**The metal 1 layer**

Scale: 2 px per um. Cells faint in the background.
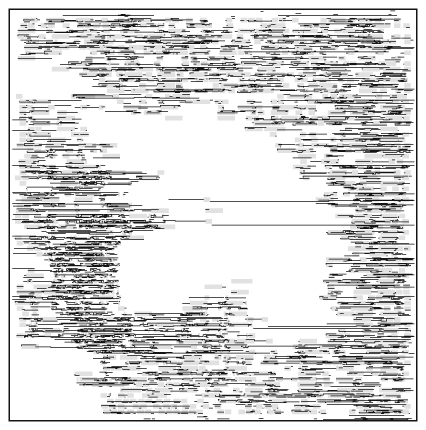
**Met3 routing**

Scale: 1.5 px per um. Cells faint in the background.
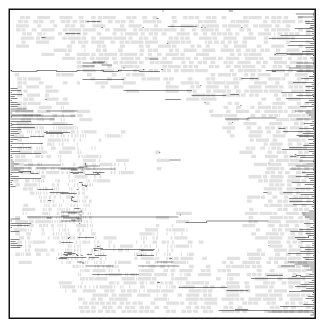
**Routing congestion map**

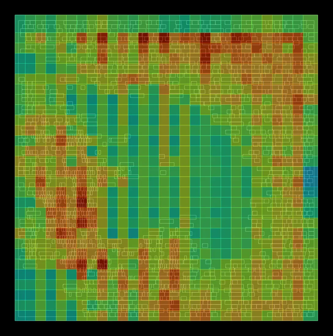
==> src/rtl/id_ex_decode.sv <==
// RV64IM decode stage and ID/EX pipeline register.
// Decodes InstrD into ALU code, controls and immediate; registers them for execute.
module id_ex_decode #(
  parameter int unsigned XLEN = 64
) (
  input  logic            clk,
  input  logic            reset,
  input  logic [31:0]     InstrD,
  input  logic [XLEN-1:0] PCD,
  input  logic            validD,
  input  logic [XLEN-1:0] RD1D,
  input  logic [XLEN-1:0] RD2D,
  input  logic            StallE,
  input  logic            FlushE,
  output logic            enableE,
  output logic [5:0]      ALUControlE,
  output logic            ALUSrcE,
  output logic [XLEN-1:0] ImmExtE,
  output logic [XLEN-1:0] RD1E,
  output logic [XLEN-1:0] RD2E,
  output logic [XLEN-1:0] PCE,
  output logic            JumpE,
  output logic            BranchE,
  output logic            RegWriteE,
  output logic            MemWriteE,
  output logic [1:0]      ResultSrcE,
  output logic [4:0]      Rs1E,
  output logic [4:0]      Rs2E,
  output logic [4:0]      RdE,
  output logic            IllegalE
);

  typedef struct packed {
    logic            enable;
    logic [5:0]      alu_ctrl;
    logic            alu_src;
    logic [XLEN-1:0] imm;
    logic [XLEN-1:0] rd1;
    logic [XLEN-1:0] rd2;
    logic [XLEN-1:0] pc;
    logic            jump;
    logic            branch;
    logic            reg_write;
    logic            mem_write;
    logic [1:0]      result_src;
    logic [4:0]      rs1;
    logic [4:0]      rs2;
    logic [4:0]      rd;
    logic            illegal;
  } idex_t;

  localparam logic [6:0] OpcOp    = 7'b0110011;
  localparam logic [6:0] OpcOp32  = 7'b0111011;
  localparam logic [6:0] OpcImm   = 7'b0010011;
  localparam logic [6:0] OpcImm32 = 7'b0011011;
  localparam logic [6:0] OpcLoad  = 7'b0000011;
  localparam logic [6:0] OpcStore = 7'b0100011;
  localparam logic [6:0] OpcBr    = 7'b1100011;
  localparam logic [6:0] OpcLui   = 7'b0110111;
  localparam logic [6:0] OpcAuipc = 7'b0010111;
  localparam logic [6:0] OpcJal   = 7'b1101111;
  localparam logic [6:0] OpcJalr  = 7'b1100111;

  localparam logic [5:0] AluAdd = 6'd4;
  localparam logic [5:0] AluUpper = 6'd25;
  localparam logic [5:0] AluJump = 6'd26;

  logic [6:0] opcode, f7;
  logic [2:0] f3;
  logic [XLEN-1:0] imm_i, imm_s, imm_b, imm_u, imm_j;

  assign opcode = InstrD[6:0];
  assign f3     = InstrD[14:12];
  assign f7     = InstrD[31:25];

  assign imm_i = {{(XLEN-12){InstrD[31]}}, InstrD[31:20]};
  assign imm_s = {{(XLEN-12){InstrD[31]}}, InstrD[31:25], InstrD[11:7]};
  assign imm_b = {{(XLEN-13){InstrD[31]}}, InstrD[31], InstrD[7], InstrD[30:25],
                  InstrD[11:8], 1'b0};
  assign imm_u = {{(XLEN-32){InstrD[31]}}, InstrD[31:12], 12'b0};
  assign imm_j = {{(XLEN-21){InstrD[31]}}, InstrD[31], InstrD[19:12], InstrD[20],
                  InstrD[30:21], 1'b0};

  logic            illegal;
  logic [5:0]      code;
  logic            alu_src, jump, branch, reg_write, mem_write;
  logic [1:0]      result_src;
  logic [XLEN-1:0] imm;
  logic            use_rs1, use_rs2, use_rd;
  idex_t           idex_d, idex_q;

  always_comb begin
    illegal    = 1'b0;
    code       = 6'd0;
    alu_src    = 1'b0;
    jump       = 1'b0;
    branch     = 1'b0;
    reg_write  = 1'b0;
    mem_write  = 1'b0;
    result_src = 2'd0;
    imm        = '0;
    use_rs1    = 1'b0;
    use_rs2    = 1'b0;
    use_rd     = 1'b0;
    unique case (opcode)
      OpcOp: begin
        {use_rs1, use_rs2, use_rd, reg_write} = 4'b1111;
        case (f7)
          7'b0000000: begin
            case (f3)
              3'b000:  code = 6'd4;
              3'b001:  code = 6'd1;
              3'b010:  code = 6'd17;
              3'b011:  code = 6'd18;
              3'b100:  code = 6'd14;
              3'b101:  code = 6'd2;
              3'b110:  code = 6'd15;
              default: code = 6'd16;
            endcase
          end
          7'b0100000: begin
            if (f3 == 3'b000)      code = 6'd5;
            else if (f3 == 3'b101) code = 6'd3;
            else                   illegal = 1'b1;
          end
          7'b0000001: begin
            case (f3)
              3'b000:  code = 6'd10;
              3'b001:  code = 6'd11;
              3'b010:  code = 6'd13;
              3'b011:  code = 6'd12;
              3'b100:  code = 6'd6;
              3'b101:  code = 6'd7;
              3'b110:  code = 6'd8;
              default: code = 6'd9;
            endcase
          end
          default: illegal = 1'b1;
        endcase
      end
      OpcOp32: begin
        {use_rs1, use_rs2, use_rd, reg_write} = 4'b1111;
        case ({f7, f3})
          {7'b0000000, 3'b000}: code = 6'd36;
          {7'b0000000, 3'b001}: code = 6'd33;
          {7'b0000000, 3'b101}: code = 6'd34;
          {7'b0100000, 3'b000}: code = 6'd37;
          {7'b0100000, 3'b101}: code = 6'd35;
          {7'b0000001, 3'b000}: code = 6'd42;
          {7'b0000001, 3'b100}: code = 6'd38;
          {7'b0000001, 3'b101}: code = 6'd39;
          {7'b0000001, 3'b110}: code = 6'd40;
          {7'b0000001, 3'b111}: code = 6'd41;
          default:              illegal = 1'b1;
        endcase
      end
      OpcImm: begin
        {use_rs1, use_rd, reg_write, alu_src} = 4'b1111;
        imm = imm_i;
        case (f3)
          3'b000: code = 6'd4;
          3'b010: code = 6'd17;
          3'b011: code = 6'd18;
          3'b100: code = 6'd14;
          3'b110: code = 6'd15;
          3'b111: code = 6'd16;
          3'b001: begin
            if (InstrD[31:26] == 6'b000000) code = 6'd1;
            else                            illegal = 1'b1;
          end
          default: begin
            if (InstrD[31:26] == 6'b000000)      code = 6'd2;
            else if (InstrD[31:26] == 6'b010000) code = 6'd3;
            else                                 illegal = 1'b1;
          end
        endcase
      end
      OpcImm32: begin
        {use_rs1, use_rd, reg_write, alu_src} = 4'b1111;
        imm = imm_i;
        if (f3 == 3'b000)                          code = 6'd36;
        else if (f3 == 3'b001 && f7 == 7'b0000000) code = 6'd33;
        else if (f3 == 3'b101 && f7 == 7'b0000000) code = 6'd34;
        else if (f3 == 3'b101 && f7 == 7'b0100000) code = 6'd35;
        else                                       illegal = 1'b1;
      end
      OpcLoad: begin
        {use_rs1, use_rd, reg_write, alu_src} = 4'b1111;
        code       = AluAdd;
        imm        = imm_i;
        result_src = 2'd1;
        illegal    = (f3 == 3'b111);
      end
      OpcStore: begin
        {use_rs1, use_rs2, mem_write, alu_src} = 4'b1111;
        code    = AluAdd;
        imm     = imm_s;
        illegal = f3[2];
      end
      OpcBr: begin
        {use_rs1, use_rs2, branch} = 3'b111;
        imm = imm_b;
        case (f3)
          3'b000:  code = 6'd19;
          3'b001:  code = 6'd20;
          3'b100:  code = 6'd21;
          3'b101:  code = 6'd22;
          3'b110:  code = 6'd23;
          3'b111:  code = 6'd24;
          default: illegal = 1'b1;
        endcase
      end
      OpcLui, OpcAuipc: begin
        {use_rd, reg_write, alu_src} = 3'b111;
        code = AluUpper;
        imm  = imm_u;
      end
      OpcJal: begin
        {use_rd, reg_write, jump, alu_src} = 4'b1111;
        code       = AluJump;
        imm        = imm_j;
        result_src = 2'd2;
      end
      OpcJalr: begin
        {use_rs1, use_rd, reg_write, jump, alu_src} = 5'b11111;
        code       = AluJump;
        imm        = imm_i;
        result_src = 2'd2;
        illegal    = (f3 != 3'b000);
      end
      default: illegal = 1'b1;
    endcase
  end

  // Illegal instructions keep enable and data but drop every control/index field.
  always_comb begin
    idex_d = '0;
    if (validD) begin
      idex_d.enable  = 1'b1;
      idex_d.illegal = illegal;
      idex_d.rd1     = RD1D;
      idex_d.rd2     = RD2D;
      idex_d.pc      = PCD;
      if (!illegal) begin
        idex_d.alu_ctrl   = code;
        idex_d.alu_src    = alu_src;
        idex_d.imm        = imm;
        idex_d.jump       = jump;
        idex_d.branch     = branch;
        idex_d.reg_write  = reg_write;
        idex_d.mem_write  = mem_write;
        idex_d.result_src = result_src;
        idex_d.rs1        = use_rs1 ? InstrD[19:15] : 5'd0;
        idex_d.rs2        = use_rs2 ? InstrD[24:20] : 5'd0;
        idex_d.rd         = use_rd  ? InstrD[11:7]  : 5'd0;
      end
    end
  end

  always_ff @(posedge clk or posedge reset) begin
    if (reset) begin
      idex_q <= '0;
    end else if (FlushE) begin
      idex_q <= '0;
    end else if (!StallE) begin
      idex_q <= idex_d;
    end
  end

  assign enableE     = idex_q.enable;
  assign ALUControlE = idex_q.alu_ctrl;
  assign ALUSrcE     = idex_q.alu_src;
  assign ImmExtE     = idex_q.imm;
  assign RD1E        = idex_q.rd1;
  assign RD2E        = idex_q.rd2;
  assign PCE         = idex_q.pc;
  assign JumpE       = idex_q.jump;
  assign BranchE     = idex_q.branch;
  assign RegWriteE   = idex_q.reg_write;
  assign MemWriteE   = idex_q.mem_write;
  assign ResultSrcE  = idex_q.result_src;
  assign Rs1E        = idex_q.rs1;
  assign Rs2E        = idex_q.rs2;
  assign RdE         = idex_q.rd;
  assign IllegalE    = idex_q.illegal;

endmodule

==> config.mk <==
export PLATFORM = sky130hd
export DESIGN_NAME = id_ex_decode
export DESIGN_NICKNAME = d
export VERILOG_FILES = /design/src/rtl/id_ex_decode.sv
export SDC_FILE = /design/constraint.sdc
export NUM_CORES = 1
export LEC_CHECK = 0
export ABC_AREA = 1
export CAP_MARGIN = 20
export CORE_AREA = 2 2 201 203
export DETAILED_ROUTE_END_ITERATION = 8
export DIE_AREA = 0 0 203 205
export GPL_ROUTABILITY_DRIVEN = 0
export PLACE_DENSITY = 0.61
export REMOVE_ABC_BUFFERS = 1
export SETUP_SLACK_MARGIN = 0.4
export SYNTH_ARGS = -nofsm -noshare
export SYNTH_HDL_FRONTEND = slang
export SYNTH_SLANG_ARGS = --single-unit
==> constraint.sdc <==
create_clock -name clk -period 15.25 [get_ports clk]
set_input_delay 3.05 -clock clk [delete_from_list [all_inputs] [get_ports clk]]
set_output_delay 3.05 -clock clk [all_outputs]
set_load 0.05 [all_outputs]
==> out/qor.json <==
{
  "synthesis": {
    "post_synth_ao_oa_area_fraction": 0.1808,
    "edf_count": 0,
    "xor_share": 0,
    "synth.comb.largest_family": "AND-OR/OR-AND gates",
    "syn-mean-instance-area_um2": 10.12,
    "synth_cell_type_count": 26,
    "cells_after_synthesis": 1079,
    "dominant_synthesized_flop_cell": "dfrtp_1",
    "netlist_top_cells_count": "dfrtp_1, nand2_1, a22o_1",
    "largest_area_cell": "dfrtp_1"
  },
  "detailed_routing": {
    "drt_iter0_drc": 805,
    "first_pass_iters": 5,
    "drt-total-wl_um": 39800
  },
  "power": {
    "report.power.total_uw": 1699,
    "clockPowerShare": 0.438,
    "powerClk_uw": 745,
    "sequentialPower_uw": 701,
    "worst_ir_drop_vdd_v": 0.0001023,
    "power_top_consumer": "the clock network"
  },
  "final_layout": {
    "final_layout_top_logic_cells": "clkdlybuf4s50_1, dfrtp_1, nand2_1, a22o_1, nand3_1",
    "buffers_excl_clock": 521,
    "layout-drive-gt1-share": 0.05992,
    "largest_cell_class": "flip-flops and latches",
    "num-clock-buffers": 40,
    "fin_nets": 1759
  },
  "final_timing": {
    "post-route-worst-setup-slack_ns": 9.631,
    "max_freq_mhz": 178.0,
    "final_max_slew_viol_count": 0,
    "timing.slew.headroom": 0.2881,
    "min_period_over_period": 0.3684,
    "worst_margin_slew_ns": 1.068
  },
  "flow_run": {
    "tool_warnings": 29,
    "number_of_max_cap_violations": 0
  },
  "grt": {
    "grt_remaining_overflow": 0,
    "grt_antenna_before_repair": 2
  },
  "clocking": {
    "insertion_delay_ns": 0.56,
    "tritoncts": "done",
    "postCtsHoldBufs": 0
  },
  "setup_path": {
    "crit_path_cell_trace": "clkdlybuf4s50_1 -> inv_1 -> nand3_1 -> inv_6 -> nand2_1 -> a21oi_1 -> nand3_1 -> nand2_1",
    "reg2regPathDepth": 2,
    "cp_data_arrival_time_ns": 6.12,
    "critPathBufInv": 3,
    "crit_start": "StallE",
    "cp.depth": 8,
    "worstSetupPathType": "input pin to register",
    "rrSetupSlack_ns": 14.06
  },
  "die": {
    "row_count": 73,
    "design.core.area_um2": 39370
  },
  "placement": {
    "buffer_ports.inserted": 514,
    "place_area_um2": 16220,
    "dpl_worst_slack_ns": 9.046
  },
  "run_status": {
    "outcome": "finished, final reports clean"
  },
  "hold_path": {
    "min_to": "ImmExtE[7]"
  }
}
Back to the opening pictures, 'the metal 1 layer':
wire length on this layer: 16800 um
share of all routed wire: 42%
main direction: horizontal
nets with wire on the layer: 1573

Back to the opening pictures, 'met3 routing':
wire length on this layer: 2870 um
longest straight run: 100 um
met3 usage: 0.04073
detailed-route via count: 9968

Back to the opening pictures, 'routing congestion map':
aggregate global-route resource usage: 0.1794
global-route track usage on met1: 0.2378
final routed wire length divided by cell count: 19.15 um
final core utilization: 0.4386
routing layer with the top usage in global route: met2

==> metal layers <==
layer  global-route usage  share of wire  vias to the layer above
li1                     -              -                     4616
met1               0.2378           0.42                     4859
met2               0.2926           0.48                      426
met3              0.04073          0.072                       65
met4              0.05318          0.026                        2
met5                    0        0.00033                        -
==> flip-flops by register name, indices dropped and copies added (netlist names) <==
| register | flops |
|---|---|
| ALUControlE | 6 |
| ALUSrcE | 1 |
| BranchE | 1 |
| IllegalE | 1 |
| ImmExtE | 32 |
| JumpE | 1 |
| MemWriteE | 1 |
| PCE | 64 |
| RD1E | 64 |
| RD2E | 64 |
| RdE | 5 |
| RegWriteE | 1 |
| ResultSrcE | 1 |
| Rs1E | 5 |
| Rs2E | 5 |
| enableE | 1 |
No activity file was given, so power comes from the tool's default toggle rates.
